==> run_1/clock_nets.png <==
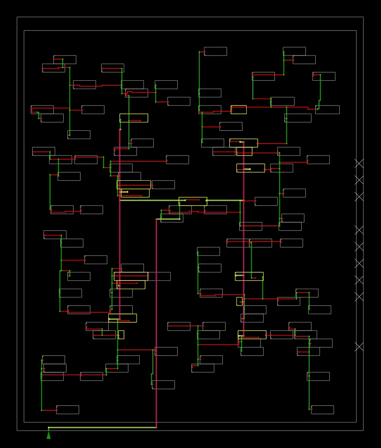
==> run_1/class_map.png <==
Fill, decap, tap and diode cells in grey.
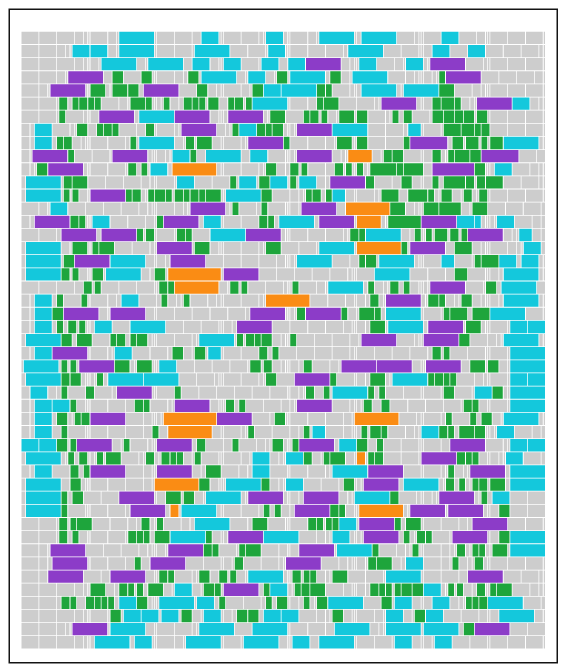
==> run_1/route_heat.png <==
The bar under the picture is 20 um long. 23 x 27 tiles, from dark blue (low) to red (high), scaled to the fullest tile. Values are wire area over tile area, all layers added.
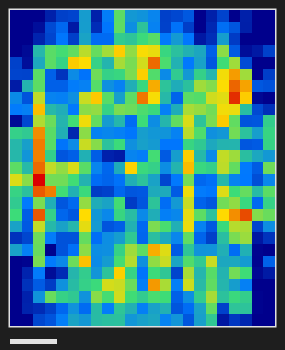
Design syndrome_fetch, sky130hd; sources not shown.
==> run summary, run 1 <==
Outcome: finished, violations left
Violated checks: design-rule violations
Largest class: buffers
I/O pin count: 174
Async SR Flop Fraction: 0%
R2r setup slk: 0.36 ns
Final HPWL DP: 10.8 mm
# DRC: 9
Die Size: 15300 sq um
Post-synth top area cell: dfxtp_1
MI comb cells: 416
CP required: 1.92 ns
Synthesized cell area: 4290 sq um
Area grow syn2layout: 73.2%
Post-synth EDFFs: 0
Final cell count without fillers: 886
Wire length on met1: 6.17 mm
Clock share of power: 37.7%
Number of setup buffers added after CTS: 0
CP Class: reg -> out
WL met3: 769 um
Final hold vios: 0
Syn Inst Count: 555
Yosys simple share: 29.3%
Via density: 5.02
Placement Cell Area: 7100 sq um
-- clock_nets.png (at the start) --
Latency at later pin: 0.34 ns
clock-net power: 1.57 mW
clk sinks: 94
Flops: 94
TritonCTS buffer count: 9

-- class_map.png (at the start) --
Key: orange = clock drivers and dummy loads [cells 15, share of their area 4.5%]; cyan = remaining buffers and delay cells [cells 188, share of their area 38%]; green = remaining logic cells [cells 418, share of their area 31%]; purple = registers [cells 94, share of their area 26%]
Row Count: 47
flop share of the area: 25.4%
core footprint: 13900 sq um
final core occ: 53.5%
post-route cell area: 7430 sq um

-- route_heat.png (at the start) --
28% of the tiles are over half the peak. The mean over all tiles is 0.15. The fullest tile reaches 0.42. 7.2% of the tiles are nearly empty.
final wirelength: 14.9 mm
GRT Resource Usage Total: 19.5%
drt wl/cell: 16.8 um

==> run 2: changes to the inputs <==
CORE_UTILIZATION = 44   (was 30)
CTS_CLUSTER_SIZE = 25   (was default)
DONT_BUFFER_PORTS = 1   (was default)
==> run 2 against run 1 <==
Critical endpoint is now o_S6[6]. Register-to-register slack better by 0.17 ns. Clock power fell by 8%. Area after synthesis did not move. Critical path type unchanged. Sequential power barely moved. Largest power group unchanged. The run now ends clean.
==> run summary, run 2 <==
Placement Cell Area: 6070 sq um (-15%)
Syn Inst Count: 555 (unchanged)
Area grow syn2layout: 50.0%
R2r setup slk: 0.53 ns (+0.17 ns)
Via density: 5.55 (+11%)
Clock-net power: 1.45 mW (-8%)
MI comb cells: 416 (unchanged)
Yosys simple share: 29.3% (unchanged)
Number of setup buffers added after CTS: 0 (unchanged)
Drt wl/cell: 18.2 um (+8.2%)
Post-synth EDFFs: 0 (unchanged)
Clk sinks: 94 (unchanged)
CP Class: reg -> out
Final HPWL DP: 9.67 mm (-10%)
Largest class: multi-input combinational cells
Die Size: 10600 sq um (-31%)
Outcome: finished, final reports clean
Final wirelength: 13.6 mm (-8.5%)
Wire length on met1: 5.38 mm (-13%)
Latency at later pin: 0.34 ns (about the same)
CP required: 1.92 ns (about the same)
Post-synth top area cell: dfxtp_1
WL met3: 1.01 mm (+31%)
# DRC: 0 (-9)
Async SR Flop Fraction: 0% (unchanged)
Flops: 94 (unchanged)
Final hold vios: 0 (unchanged)
Clock share of power: 37.6% (about the same)
==> run_2/class_map.png <==
Fill, decap, tap and diode cells in grey.
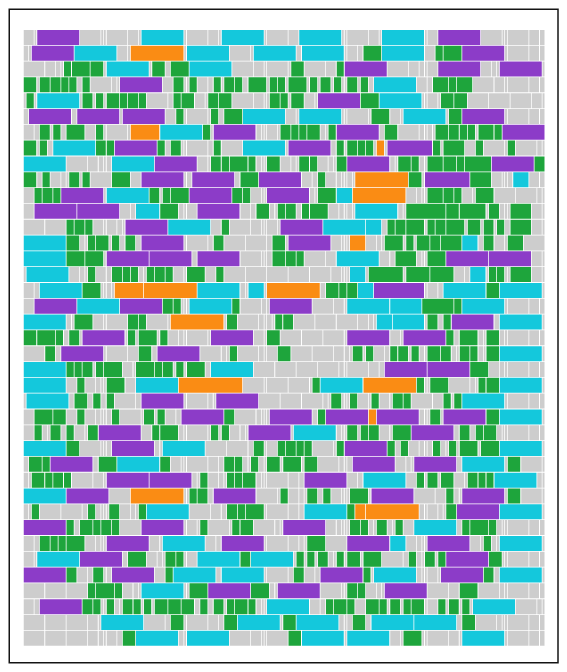
Key: purple = registers [cells 94, share of their area 30%]; orange = clock drivers and dummy loads [cells 16, share of their area 4.8%]; green = remaining logic cells [cells 418, share of their area 36%]; cyan = remaining buffers and delay cells [cells 98, share of their area 29%]
post-route cell area: 6430 sq um
final core occ: 67.6%
core footprint: 9520 sq um
flop share of the area: 29.4%

Power figures rest on the tool's default switching activity, not on a simulated workload.
